File: src/rtl/wb_arbiter2.sv
// Two-master / one-slave Wishbone B4 classic arbiter.
// Grants whole CYC-framed cycles round-robin; a per-grant watchdog
// aborts a stalled strobe with a one-cycle ERR to the owning master.
module wb_arbiter2 #(
  parameter int unsigned ADR_W   = 32,
  parameter int unsigned DAT_W   = 32,
  parameter int unsigned TIMEOUT = 255
) (
  input  logic                 clk,
  input  logic                 rst,
  // master 0 (instruction bus)
  input  logic                 m0_cyc,
  input  logic                 m0_stb,
  input  logic                 m0_we,
  input  logic [ADR_W-1:0]     m0_adr,
  input  logic [DAT_W/8-1:0]   m0_sel,
  input  logic [DAT_W-1:0]     m0_dat_w,
  output logic [DAT_W-1:0]     m0_dat_r,
  output logic                 m0_ack,
  output logic                 m0_err,
  // master 1 (data bus)
  input  logic                 m1_cyc,
  input  logic                 m1_stb,
  input  logic                 m1_we,
  input  logic [ADR_W-1:0]     m1_adr,
  input  logic [DAT_W/8-1:0]   m1_sel,
  input  logic [DAT_W-1:0]     m1_dat_w,
  output logic [DAT_W-1:0]     m1_dat_r,
  output logic                 m1_ack,
  output logic                 m1_err,
  // shared slave
  output logic                 s_cyc,
  output logic                 s_stb,
  output logic                 s_we,
  output logic [ADR_W-1:0]     s_adr,
  output logic [DAT_W/8-1:0]   s_sel,
  output logic [DAT_W-1:0]     s_dat_w,
  input  logic [DAT_W-1:0]     s_dat_r,
  input  logic                 s_ack,
  output logic [1:0]           grant
);

  localparam int unsigned SEL_W = DAT_W / 8;
  // Keep at least one bit so TIMEOUT=0 (watchdog disabled) still elaborates.
  localparam int unsigned CNT_W = (TIMEOUT == 0) ? 1 : $clog2(TIMEOUT + 1);
  localparam logic [CNT_W-1:0] CNT_MAX = CNT_W'(TIMEOUT);

  typedef enum logic [1:0] {
    IDLE  = 2'd0,
    OWN0  = 2'd1,
    OWN1  = 2'd2,
    ABORT = 2'd3
  } state_e;

  state_e           state_q, state_d;
  logic             last_q, last_d;   // last granted master; also the owner in OWNx/ABORT
  logic [CNT_W-1:0] cnt_q, cnt_d;
  logic             own_cyc, own_stb;

  // Read data is qualified only by ack, so it is broadcast to both masters.
  assign m0_dat_r = s_dat_r;
  assign m1_dat_r = s_dat_r;

  // State, round-robin pointer and watchdog registers.
  always_ff @(posedge clk or negedge rst) begin
    if (!rst) begin
      state_q <= IDLE;
      last_q  <= 1'b1;
      cnt_q   <= '0;
    end else begin
      state_q <= state_d;
      last_q  <= last_d;
      cnt_q   <= cnt_d;
    end
  end

  // Arbitration, slave mux, response routing and watchdog next-state.
  always_comb begin
    state_d = state_q;
    last_d  = last_q;
    cnt_d   = cnt_q;
    own_cyc = 1'b0;
    own_stb = 1'b0;
    s_cyc   = 1'b0;
    s_stb   = 1'b0;
    s_we    = 1'b0;
    s_adr   = '0;
    s_sel   = SEL_W'(0);
    s_dat_w = '0;
    m0_ack  = 1'b0;
    m1_ack  = 1'b0;
    m0_err  = 1'b0;
    m1_err  = 1'b0;
    grant   = 2'b00;

    case (state_q)
      IDLE: begin
        cnt_d = '0;
        if (m0_cyc && (!m1_cyc || last_q)) begin
          state_d = OWN0;
          last_d  = 1'b0;
        end else if (m1_cyc) begin
          state_d = OWN1;
          last_d  = 1'b1;
        end
      end
      OWN0: begin
        grant   = 2'b01;
        s_cyc   = m0_cyc;
        s_stb   = m0_stb;
        s_we    = m0_we;
        s_adr   = m0_adr;
        s_sel   = m0_sel;
        s_dat_w = m0_dat_w;
        m0_ack  = s_ack;
        own_cyc = m0_cyc;
        own_stb = m0_stb;
      end
      OWN1: begin
        grant   = 2'b10;
        s_cyc   = m1_cyc;
        s_stb   = m1_stb;
        s_we    = m1_we;
        s_adr   = m1_adr;
        s_sel   = m1_sel;
        s_dat_w = m1_dat_w;
        m1_ack  = s_ack;
        own_cyc = m1_cyc;
        own_stb = m1_stb;
      end
      ABORT: begin
        grant   = last_q ? 2'b10 : 2'b01;
        m0_err  = !last_q;
        m1_err  = last_q;
        cnt_d   = '0;
        state_d = IDLE;
      end
      default: state_d = IDLE;
    endcase

    // Watchdog: ack restarts it, a waiting strobe advances it; abort once
    // the count reaches TIMEOUT. Dropping CYC always releases without error.
    if (state_q == OWN0 || state_q == OWN1) begin
      if (s_ack) begin
        cnt_d = '0;
      end else if (own_stb && TIMEOUT != 0) begin
        cnt_d = cnt_q + CNT_W'(1);
      end
      if (!own_cyc) begin
        state_d = IDLE;
      end else if (TIMEOUT != 0 && !s_ack && own_stb && cnt_d == CNT_MAX) begin
        state_d = ABORT;
      end
    end
  end

endmodule

File: config.mk
export PLATFORM = sky130hd
export DESIGN_NAME = wb_arbiter2
export DESIGN_NICKNAME = d
export VERILOG_FILES = /design/src/rtl/wb_arbiter2.sv
export SDC_FILE = /design/constraint.sdc
export NUM_CORES = 1
export LEC_CHECK = 0
export ABC_AREA = 1
export CAP_MARGIN = 20
export CORE_AREA = 2 2 123 125
export DETAILED_ROUTE_END_ITERATION = 8
export DIE_AREA = 0 0 125 127
export DONT_BUFFER_PORTS = 1
export GPL_TIMING_DRIVEN = 0
export SYNTH_ARGS = -nofsm -noshare
export SYNTH_HDL_FRONTEND = slang
export SYNTH_SLANG_ARGS = --single-unit
File: constraint.sdc
create_clock -name clk -period 2.72 [get_ports clk]
set_input_delay 0.544 -clock clk [delete_from_list [all_inputs] [get_ports clk]]
set_output_delay 0.544 -clock clk [all_outputs]
set_load 0.01 [all_outputs]
==> COMMIT_EDITMSG <==
Update PnR metrics after Yosys + OpenROAD run

* Std cell rows: 44
* Adder-cell share of the synthesized area: 2.79%
* Overall via count from detail_route: 2,612
* Number of synthesis warnings: 0
- Register share of total power: between 10% and 20%
- Number of nets produced by synthesis: 590
* Area growth from synthesis to layout: 15.7%
- Number of design-rule violations left by the first detailed-router iteration: 141
- Checking hold timing, the worst path is listed with class primary input to asynchronous set/reset pin.
* Non-filler cells, final: 598
* Power density of the placed cells: 725 nW/um^2
* Post-synthesis share of cell area spent on xor and xnor gates: less than 1%
- Yosys Instances: 408
- Total global routing track utilization: between 10% and 20%
- The worst pin sits at a relative slew slack of between 60 and 70%.
* Synth Register Bits: 11
- The pin closest to its max-slew limit shows a slew of 0.490 ns.
- Routed wire length: 10.3 mm
- Part of the Yosys area used for sequential elements: between 10% and 20%
- Grouping non-sequential cells by family puts the most area in simple AND/OR/NAND/NOR gates.
- In the Yosys stats the netlist draws on 26 distinct library cells.
* GR Overflow Total: 0
- Overall die height: roughly 130 um
- Number of antenna violations at the first check in global routing: 0
- Per report_power, the combinational group accounts for 74.0% of the total.
* Core Density at Floorplan: 15.5%
* Source-to-sink clock delay at the later pin of the worst-skew pair: 0.23 ns
- Outcome: finished, final reports clean
* Switching power summed over all nets: 1.14 mW
- Final critical-path setup slack: 0.151 ns
- The layout summary lists the proportion of cells stronger than drive strength 1 as 22.9%.
* Critical R2R Launch: state_q[1]
* RSZ-0062 raised after global routing: no
- Looking at the clock tree report, the maximum root-to-sink buffer count equals 2.
* Total DRC errors in the routed layout: 0
- Detailed placement reports a standard cell area of 2470 um^2.
- Critical Path RT: 2.18 ns
- Endpoints failing hold: 0
- The number of antenna diodes in the final layout is 0.
- Buffers placed on the I/O ports in this run total 0.
- Overall die area: 15,900 um^2
- Clock-pin transition on the worst setup and hold timing paths: ~0.040 ns
- Die Wd: 125 um
- Warning total across the stage logs: 29
- Setup-violating endpoint count in the final report: 0
- # nets final: 597
- R2R Setup Slk: 0.59 ns
- For reference, the most critical setup path is categorized as flop to output port.
- Crit path DAT: 2.03 ns
* Leakage power figure: 1.05 nW
- Global-route wire length before repair: 13.3 mm
- RePlAce ended its routability-driven mode at a weighted congestion of 0.743.
* Peak VDD IR: 0.430 mV
* Final Instance Area: 2590 um^2
* Number of CTS-inserted buffers: 3
* FF-to-FF End: state_q[0]
- Post-synthesis instance area: 2240 um^2
- Counting every sink on the clock net gives 11.
- 318 I/O pins were placed.
- After layout, the minimum clock period comes to 2.57 ns.
- The flow reports an fmax of 389 MHz.
- Number of levels the H-tree was split into: 1
* Ao+oa area frac: a little under a fifth
- Library cell used as clock root buffer: clkbuf_16
- Summing all multiplexer cells gives an area fraction of 0%.
* Internal Pwr Total: 0.741 mW
* Dpl cells: 592
* Number of max-capacitance violations reported: 0
- TritonCTS built the clock tree.
- After filler insertion, the fill cell instance count of the layout stands at around 1,700.
* Critical path capture point type: output port
- Entering global routing, the biggest net connects 11 pins.
* Setup WS pre-CTS: -0.222 ns
- On the final layout, the worst hold slack is 0.153 ns.
- Depth of the worst register-to-register path: 12
- Post-DP HPWL: between 8 and 9 mm
* Max Slew Vio Count: 0
- Net switching fraction of the power: between 60 and 70%
- For this sky-water flow run, the detailed-routed wirelength per cell is reported as between 15 and 20 um.
* Simple-Gate Area Share: a little over a third
- Number of nets with antenna violations after detailed routing: 0
- STA classifies the critical path startpoint as a flop.
- In the finished design, the share of the clock period the worst path needs comes to 94.5%.
* Syn Inst Count: 408
- Dividing the detail-routed via count by the number of cells gives about 4.4.
* Standard cell core area: 14,400 um^2
* Peak fanout along the critical path: 10
- The first TritonRoute pass finished after 4 iterations.
- Looking at the power breakdown, the clock network takes approximately 14% of the total.
* Number of global-route vias before repair: 2,241
- Average instance area after synthesis: 5.49 um^2
- For this run, the chip area from Yosys synthesis comes to around 2200 um^2.
-- synth_stat cells (all sizes together) --
library cell,number,area [um^2]
nand2,171,657
nor3,1,5.00
dfrtp,10,250
o22ai,1,6.26
inv,21,78.8
nor2,18,80.1
o21ai,4,20.0
o2111ai,1,8.76
nand3b,1,7.51
ha,5,62.6
xor2,1,8.76
buf,74,533
clkbuf,14,52.6
dfstp,1,26.3
nand4,3,18.8
nand3,9,45.0
a21oi,73,380
-- critical path, stage by stage (launching register included) --
cell and delay (ns):
dfrtp_1 0.43, inv_1 0.14, ha_1 0.16, buf_4 0.23, clkbuf_4 0.34, nand2_1 0.09, a21oi_1 0.39
-- layer usage --
layer  part of all wire, %  track usage, %  routed length [um]  vias up
met5                     0               0                   0        -
met1                    42            14.6                4360     1174
li1                      -               -                   -     1232
met3                   7.5           0.921                 771        4
met4                  0.57            1.37                  59        0
met2                    50            20.1                5130      202
-- state kept, by name, summed over array words and instances, names as in the netlist --
signal   cells
cnt_q        8
last_q       1
state_q      2
-- cells by family (layout without fill, tap and decap cells) --
family                   after synthesis  after routing
AND/OR/NAND/NOR                      203            203
buffers and inverters                109            115
AND-OR/OR-AND                         79             79
flip-flops                            11             11
adder cells (fa/ha/maj)                5              5
XOR/XNOR                               1              1
-- power by group through the flow --
stage / combinational (mW) / clock, mW / sequential (mW)
finish: 1.39 / 0.262 / 0.226
global route: 1.53 / 0.279 / 0.230
floorplan: 0.978 / 0 / 0.218
global placement: 1.37 / 0 / 0.227
CTS: 1.40 / 0.270 / 0.226
detailed placement: 1.38 / 0 / 0.228
-- how the worst max path moves through the flow --
| stage | from | end |
|---|---|---|
| finish | state_q[1] | s_dat_w[29] |
| global route | state_q[0] | s_dat_w[29] |
| CTS | state_q[1] | s_dat_w[19] |
| detailed placement | state_q[1] | s_sel[0] |
| global placement | state_q[1] | s_sel[0] |
| floorplan | state_q[0] | s_sel[2] |
-- repair_timing --
item	in CTS	in global routing
setup endpoints to repair	18	26
gates cloned	0	0
endpoints found under the hold margin	5	5
setup buffers	0	0
resized	6	17
pin swaps	0	0
hold buffers	1	1
-- final cells by class --
cell class	count	area (um^2)	area share, %
multi-input combinational	288	1300	50.3
inverter	21	78.8	3.04
buffer	88	604	23.3
clock buffer	4	78.8	3.04
timing repair buffer	2	20.0	0.772
sequential	11	277	10.7
tap	184	230	8.88
-- stage by stage --
stage                     power [mW]  TNS (ns)  util, %
after floorplan                 1.20         0        -
after global placement          1.60    -0.350     17.1
after detailed placement        1.61    -0.491     17.1
after CTS                       1.89         0     17.8
after global routing            2.04         0     18.0
final                           1.88         0     18.0
-- cell usage in the layout, fill, tap and decap left out, types with 4 or more instances in the layout --
cell      count
ha_1          5
nand2_1     167
inv_1        20
a21oi_1      70
o21ai_0       4
nor2_1       15
dfrtp_1      10
clkbuf_2     10
clkbuf_1      5
buf_1         4
nand3_1       9
buf_4        66
Clock routing:
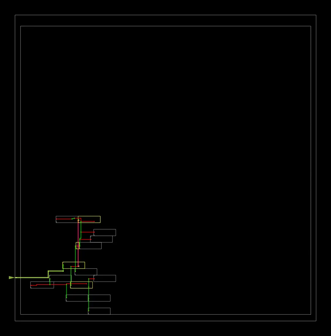
worst clock skew: 0.000503 ns
seq_cells: 11
power attributed to the clock group: 0.262 mW

Routed metal, one color a layer:
(4 px per um)
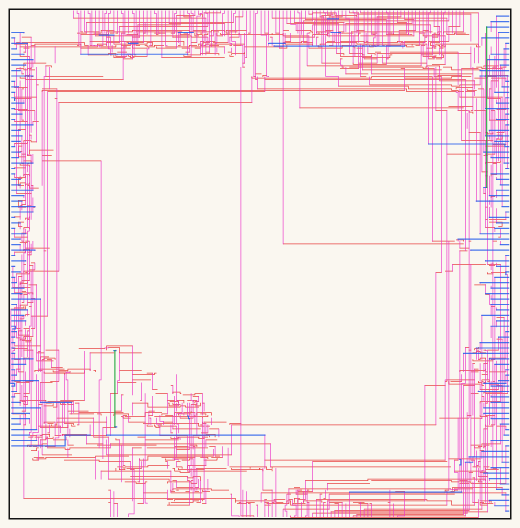
magenta -> M2  # wire length 5,130 um
red -> M1  # wire length 4,360 um
green -> M4  # wire length 59.2 um
blue -> M3  # wire length 771 um

Power and IR drop assume default switching activity.
